`src/rtl/quick_uart_pkg.sv`:
```
// Shared types and helpers for the quick_uart transmitter and receiver.
package quick_uart_pkg;

    typedef enum logic [2:0] {
        RxIdle,
        RxStart,
        RxData,
        RxStop,
        RxWaitIdle
    } uart_rx_state_t;

    typedef enum logic [1:0] {
        TxIdle,
        TxStart,
        TxData,
        TxStop
    } uart_tx_state_t;

    // Width of a counter able to index the longest field of a frame.
    function automatic int unsigned frame_cnt_width(input int unsigned start_bits,
                                                    input int unsigned data_bits,
                                                    input int unsigned stop_bits);
        int unsigned m;
        m = start_bits;
        if (data_bits > m) m = data_bits;
        if (stop_bits > m) m = stop_bits;
        return $clog2(m) + 1;
    endfunction

endpackage

```
`src/rtl/sync_2ff.sv`:
```
// Two-flop synchroniser for a single asynchronous bit.
module sync_2ff #(
    parameter logic RESET_VALUE = 1'b0
) (
    input  logic clk_i,
    input  logic rst_i,
    input  logic d_i,
    output logic q_o
);

    logic meta_q = RESET_VALUE;
    logic sync_q = RESET_VALUE;

    always_ff @(posedge clk_i) begin
        if (rst_i) begin
            meta_q <= RESET_VALUE;
            sync_q <= RESET_VALUE;
        end else begin
            meta_q <= d_i;
            sync_q <= meta_q;
        end
    end

    assign q_o = sync_q;

endmodule

```
`src/rtl/timer.sv`:
```
// Down-counting interval timer: done_o fires count_i cycles after start_i.
module timer #(
    parameter int unsigned WIDTH = 8
) (
    input  logic             clk_i,
    input  logic             rst_i,
    input  logic             start_i,
    input  logic [WIDTH-1:0] count_i,
    output logic             done_o
);

    logic [WIDTH-1:0] cnt_q = '0;

    always_ff @(posedge clk_i) begin
        if (rst_i) begin
            cnt_q <= '0;
        end else if (start_i) begin
            cnt_q <= count_i;
        end else if (cnt_q != '0) begin
            cnt_q <= cnt_q - 1'b1;
        end
    end

    assign done_o = (cnt_q == WIDTH'(1));

endmodule

```
`src/rtl/quick_uart_rx.sv`:
```
// UART receiver: mid-bit sampling, LSB-first reassembly, one-word holding register
// with valid/ready output and framing/overrun pulses.
module quick_uart_rx
    import quick_uart_pkg::*;
#(
    parameter int unsigned CLK_FREQ   = 100000000,
    parameter int unsigned BAUD       = 115200,
    parameter int unsigned DIV        = CLK_FREQ / BAUD,
    parameter logic        IDLE_VALUE = 1'b1,
    parameter int unsigned DATA_BITS  = 8,
    parameter int unsigned STOP_BITS  = 1,
    parameter int unsigned START_BITS = 1
) (
    input  logic                 clk_i,
    input  logic                 rst_i,
    input  logic                 rx_i,
    output logic                 valid_o,
    input  logic                 ready_i,
    output logic [DATA_BITS-1:0] data_o,
    output logic                 frame_err_o,
    output logic                 overrun_o
);

    localparam int unsigned CntW = frame_cnt_width(START_BITS, DATA_BITS, STOP_BITS);
    localparam int unsigned TmrW = $clog2(DIV) + 1;
    localparam logic [TmrW-1:0] DivFull = TmrW'(DIV);
    localparam logic [TmrW-1:0] DivHalf = TmrW'(DIV / 2);
    localparam logic [CntW-1:0] StartLast = CntW'(START_BITS - 1);
    localparam logic [CntW-1:0] DataLast  = CntW'(DATA_BITS - 1);
    localparam logic [CntW-1:0] StopLast  = CntW'(STOP_BITS - 1);

    if (DIV < 4) begin : g_div_chk
        $error("quick_uart_rx: DIV must be >= 4");
    end

    uart_rx_state_t       state_q     = RxIdle;
    logic [CntW-1:0]      bit_cnt_q   = '0;
    logic [DATA_BITS-1:0] shift_q     = '0;
    logic [DATA_BITS-1:0] shift_d;
    logic [DATA_BITS-1:0] hold_q      = '0;
    logic                 valid_q     = 1'b0;
    logic                 frame_err_q = 1'b0;
    logic                 overrun_q   = 1'b0;

    logic            rx_s;
    logic            tick;
    logic            timer_start;
    logic [TmrW-1:0] timer_count;

    sync_2ff #(
        .RESET_VALUE(IDLE_VALUE)
    ) u_sync (
        .clk_i(clk_i),
        .rst_i(rst_i),
        .d_i  (rx_i),
        .q_o  (rx_s)
    );

    timer #(
        .WIDTH(TmrW)
    ) u_timer (
        .clk_i  (clk_i),
        .rst_i  (rst_i),
        .start_i(timer_start),
        .count_i(timer_count),
        .done_o (tick)
    );

    // Half-period load on the start edge puts every later sample at mid-bit.
    always_comb begin
        timer_count = (state_q == RxIdle) ? DivHalf : DivFull;
        timer_start = 1'b0;
        if (state_q == RxIdle) begin
            timer_start = (rx_s != IDLE_VALUE);
        end else if (state_q != RxWaitIdle) begin
            timer_start = tick;
        end
        shift_d = shift_q >> 1;
        shift_d[DATA_BITS-1] = rx_s;
    end

    always_ff @(posedge clk_i) begin
        if (rst_i) begin
            state_q     <= RxIdle;
            bit_cnt_q   <= '0;
            shift_q     <= '0;
            hold_q      <= '0;
            valid_q     <= 1'b0;
            frame_err_q <= 1'b0;
            overrun_q   <= 1'b0;
        end else begin
            frame_err_q <= 1'b0;
            overrun_q   <= 1'b0;
            if (valid_q && ready_i) valid_q <= 1'b0;
            case (state_q)
                RxIdle: begin
                    if (rx_s != IDLE_VALUE) begin
                        state_q   <= RxStart;
                        bit_cnt_q <= '0;
                    end
                end
                RxStart: begin
                    if (tick) begin
                        if (rx_s == IDLE_VALUE) begin
                            state_q <= RxIdle;
                        end else if (bit_cnt_q == StartLast) begin
                            state_q   <= RxData;
                            bit_cnt_q <= '0;
                        end else begin
                            bit_cnt_q <= bit_cnt_q + 1'b1;
                        end
                    end
                end
                RxData: begin
                    if (tick) begin
                        shift_q <= shift_d;
                        if (bit_cnt_q == DataLast) begin
                            state_q   <= RxStop;
                            bit_cnt_q <= '0;
                        end else begin
                            bit_cnt_q <= bit_cnt_q + 1'b1;
                        end
                    end
                end
                RxStop: begin
                    if (tick) begin
                        if (rx_s != IDLE_VALUE) begin
                            frame_err_q <= 1'b1;
                            state_q     <= RxWaitIdle;
                        end else if (bit_cnt_q == StopLast) begin
                            state_q <= RxIdle;
                            // An accept in this same cycle frees the holding register.
                            if (!valid_q || ready_i) begin
                                hold_q  <= shift_q;
                                valid_q <= 1'b1;
                            end else begin
                                overrun_q <= 1'b1;
                            end
                        end else begin
                            bit_cnt_q <= bit_cnt_q + 1'b1;
                        end
                    end
                end
                RxWaitIdle: begin
                    if (rx_s == IDLE_VALUE) state_q <= RxIdle;
                end
                default: state_q <= RxIdle;
            endcase
        end
    end

    assign valid_o     = valid_q;
    assign data_o      = hold_q;
    assign frame_err_o = frame_err_q;
    assign overrun_o   = overrun_q;

endmodule
```
`config.mk`:
```
export PLATFORM = sky130hd
export DESIGN_NAME = quick_uart_rx
export DESIGN_NICKNAME = d
export VERILOG_FILES = /design/src/rtl/quick_uart_pkg.sv /design/src/rtl/sync_2ff.sv /design/src/rtl/timer.sv /design/src/rtl/quick_uart_rx.sv
export SDC_FILE = /design/constraint.sdc
export NUM_CORES = 1
export LEC_CHECK = 0
export CORE_MARGIN = 5
export CORE_UTILIZATION = 50
export CTS_BUF_LIST = sky130_fd_sc_hd__clkbuf_2
export DETAILED_ROUTE_END_ITERATION = 10
export MAX_ROUTING_LAYER = met4
export PLACE_DENSITY_LB_ADDON = 0.12
export SYNTH_ARGS = -nofsm -noshare
export SYNTH_HDL_FRONTEND = slang
export SYNTH_SLANG_ARGS = --single-unit
```
`constraint.sdc`:
```
create_clock -name clk_i -period 2 [get_ports clk_i]
set_input_delay 0.4 -clock clk_i [delete_from_list [all_inputs] [get_ports clk_i]]
set_output_delay 0.4 -clock clk_i [all_outputs]
set_load 0.01 [all_outputs]
```
met2.png
Bar = 20 um.
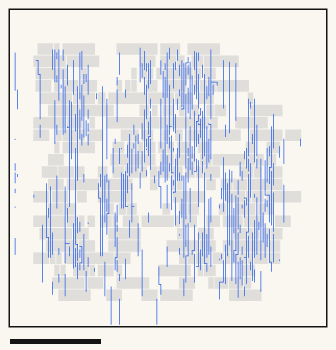
longest straight run = 37.4 um
wire length on this layer = 1830 um
share of all routed wire = 49%
Post-Route WL: 3750 um
via count: 1486
met2 Use GR: 27.0%

pins.png
Bar = 20 um. Pins as bars across the die edge, other pins in grey.
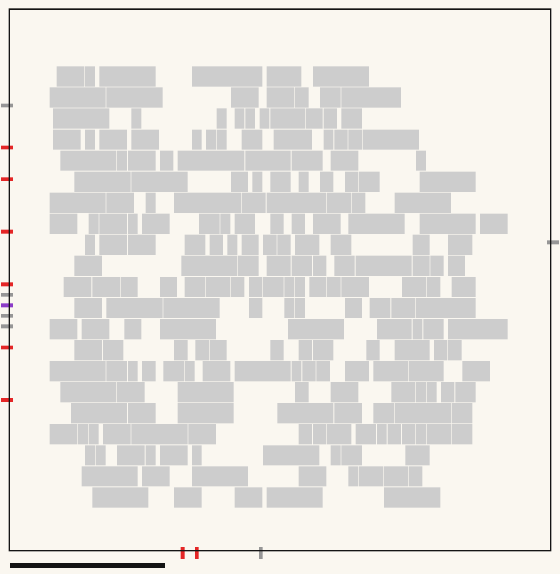
rst_i -> purple  # pins 1, direction input, edge left
data_o -> red  # pins 8, direction output, edge 6 left, 2 bottom

==> reports/results.ini <==
[hold_path]
worstHoldPathType = flip-flop to flip-flop

[drt]
drc = 0
via_per_inst = 5.54
drtIter0Drc = 44
routedWlPerCell_um = 14.0
dr.pass1.iters = 4

[pwr]
p_int_mw = 1.34
p_sw_uw = 739
powerDensity_mw_per_mm2 = 956
swShare_pct = 35.6
leakage_nw = 0.855
ir_worst_vdd_uv = 431
p_comb_share_pct = 37.7
clkPwrFrac_pct = 15.1

[final_layout]
drive_gt1_share_pct = 19.8
antenna_cells = 0
lay_top_count = dfxtp_1
fin_area_mm2 = 0.00217
nNetsFinal = 230
fin_util_pct = 64.1
final_cell_mix = dfxtp_1 (35), nor2_1 (30), mux2i_1 (19)

[grt]
grt_max_degree = 33
grt_pass1_wl_um = 6290
antenna_found_initial = 0
grt.overflow.total = 0
grt_pass1_vias = 1448

[yosys]
ys_warn_count = 0
yosysTopAreaCell = dfxtp_1
netlist_area_mm2 = 0.00179
fp_nets = 203
yosysChipArea_mm2 = 0.00179
synth_area_per_cell_um2 = 9.17
yosysUniqueCellTypes = 43

[floorplanning]
std_cell_rows = 21
fp_util_pct = 52.8
ioPinCount = 15
dieHeight_um = 69.8
die_area_mm2 = 0.00487

[timing]
finalMaxSlewViolations = 0
rsz0062_at_grt = true
finalSetupTns_ns = 0
setup-violations-final = 0
finalHoldWorstSlack_ns = 0.434
fmax_mhz = 523
worst_slack_ns = 0.0865
hold_viol = 0
fin_skew_ns = 0.0232

[setup_path]
worstSetupPathType = flip-flop to flip-flop
crit_path_end_kind = flip-flop
cp.required_ns = 2.34
crit_fanout = 5
start_kind = flip-flop

[placement]
gp_congestion = 0.813
placed_area_mm2 = 0.00205
dp_hpwl_um = 2640
dp.cells = 259
pre_cts_ws_ns = 0.0151

[cts]
tritoncts = done
clk_path_buf_depth = 2
clockRootBuffer = clkbuf_2
cts_buffers = 5
path_clk_slew_ns = 0.18
clock-sinks = 39

[outcome]
status = finished clean

[run]
warnings = 29

met3.png
Bar = 20 um.
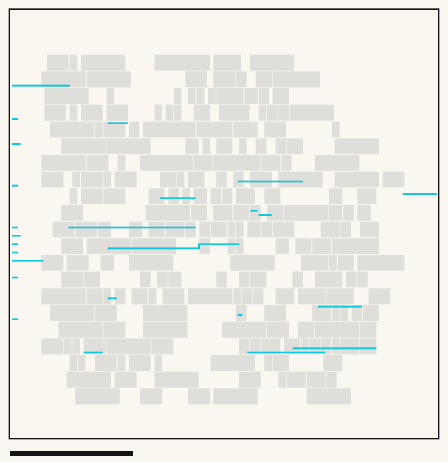
share of all routed wire = 3.4%
nets with wire on the layer = 20
wire length on this layer = 127 um

met1.png
Bar = 20 um.
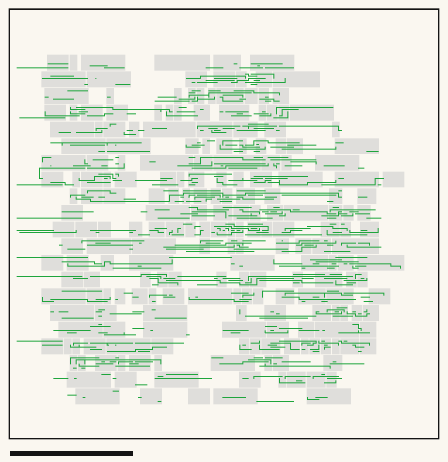
nets with wire on the layer = 219
main direction = horizontal

==> final cells by class <==
cell class	instances	area (um^2)	share of cell area [%]
repair buffers	30	260	12.0
clock buffers	5	25.0	1.15
multi-input cells	140	1010	46.4
well taps	46	57.6	2.65
inverters	6	22.5	1.04
clock inverters	2	8.76	0.403
flip-flops and latches	39	791	36.4
==> per-layer routing <==
| metal | track usage, % | part of all wire, % | wire, um | up-vias |
|---|---|---|---|---|
| met1 | 18.4 | 46 | 1730 | 703 |
| met3 | 3.48 | 3.4 | 127 | 8 |
| met4 | 7.66 | 1.9 | 73 | 0 |
| li1 | - | - | - | 742 |
| met2 | 27.0 | 49 | 1830 | 33 |
| met5 | - | 0 | 0 | - |
==> cells by family (layout without fill, tap and decap cells) <==
kind of cell               count (synthesis)  in the layout  synth area share (%)
AOI/OAI and AO/OA                         31             31                  11.0
buffers and inverters                     16             43                  3.43
DFF                                       39             39                  43.7
adders and majority gates                  4              4                  2.80
and+or+nand+nor                           77             77                  24.1
xor gates and xnor gates                   9              9                  4.41
muxes                                     19             19                  10.6
==> synthesized netlist by cell type, drive strengths merged <==
cell    instances
nor2           30
o211ai          1
nand4b          1
xor2            7
a311oi          1
or4             2
nor3           10
a22oi           1
or2             3
inv             6
o21ai           5
o21ba           1
nor4            3
o31a            1
buf             1
o311a           1
nand2           4
and3b           1
a211o           1
ha              4
nor3b           5
o31ai           1
dfxtp          39
nand2b          1
or4b            2
nor4b           1
nand3           7
a31oi           3
xnor2           2
nand3b          1
a32oi           1
or3b            2
clkbuf          9
and3            2
nor2b           2
a211oi          2
a21oi          12
mux2i          19
==> power by group through the flow <==
stage               logic [mW]  registers [mW]  clock network (mW)
global placement         0.748           0.981                   0
global route             0.862           0.993               0.362
finish                   0.783           0.979               0.315
detailed placement       0.758           0.990                   0
floorplan                0.542           0.970                   0
CTS                      0.766           0.972               0.324
==> state kept, by name, indices dropped and copies added, names as in the netlist, 3 cells and up <==
name	count
data_o	8
state_q	3
bit_cnt_q	4
u_timer.cnt_q	11
shift_q	8
==> path summary, 6_finish.rpt <==
check,cells after the start,startpoint,to
max,7,bit_cnt_q[0]$_SDFFE_PP0P_,bit_cnt_q[3]$_SDFFE_PP0P_
min,1,u_sync.meta_q$_SDFF_PP1_,u_sync.q_o$_SDFF_PP1_
max reg2reg,7,bit_cnt_q[0]$_SDFFE_PP0P_,bit_cnt_q[3]$_SDFFE_PP0P_
min reg2reg,1,u_sync.meta_q$_SDFF_PP1_,u_sync.q_o$_SDFF_PP1_
==> timing repair <==
| action | in CTS | in global routing |
|---|---|---|
| setup buffers | 0 | 2 |
| endpoints found under the setup margin | 2 | 17 |
| pin swaps | 0 | 9 |
| resized | 2 | 17 |
| endpoints found under the hold margin | 0 | 0 |
==> worst max-delay path, cell delays in order (launching register included) <==
cell,delay [ns]
dfxtp_4,0.40
inv_2,0.04
ha_4,0.15
or3b_4,0.26
a31oi_4,0.09
o31a_1,0.34
or4_1,0.47
a21oi_1,0.13
No activity file was given, so power comes from the tool's default toggle rates.
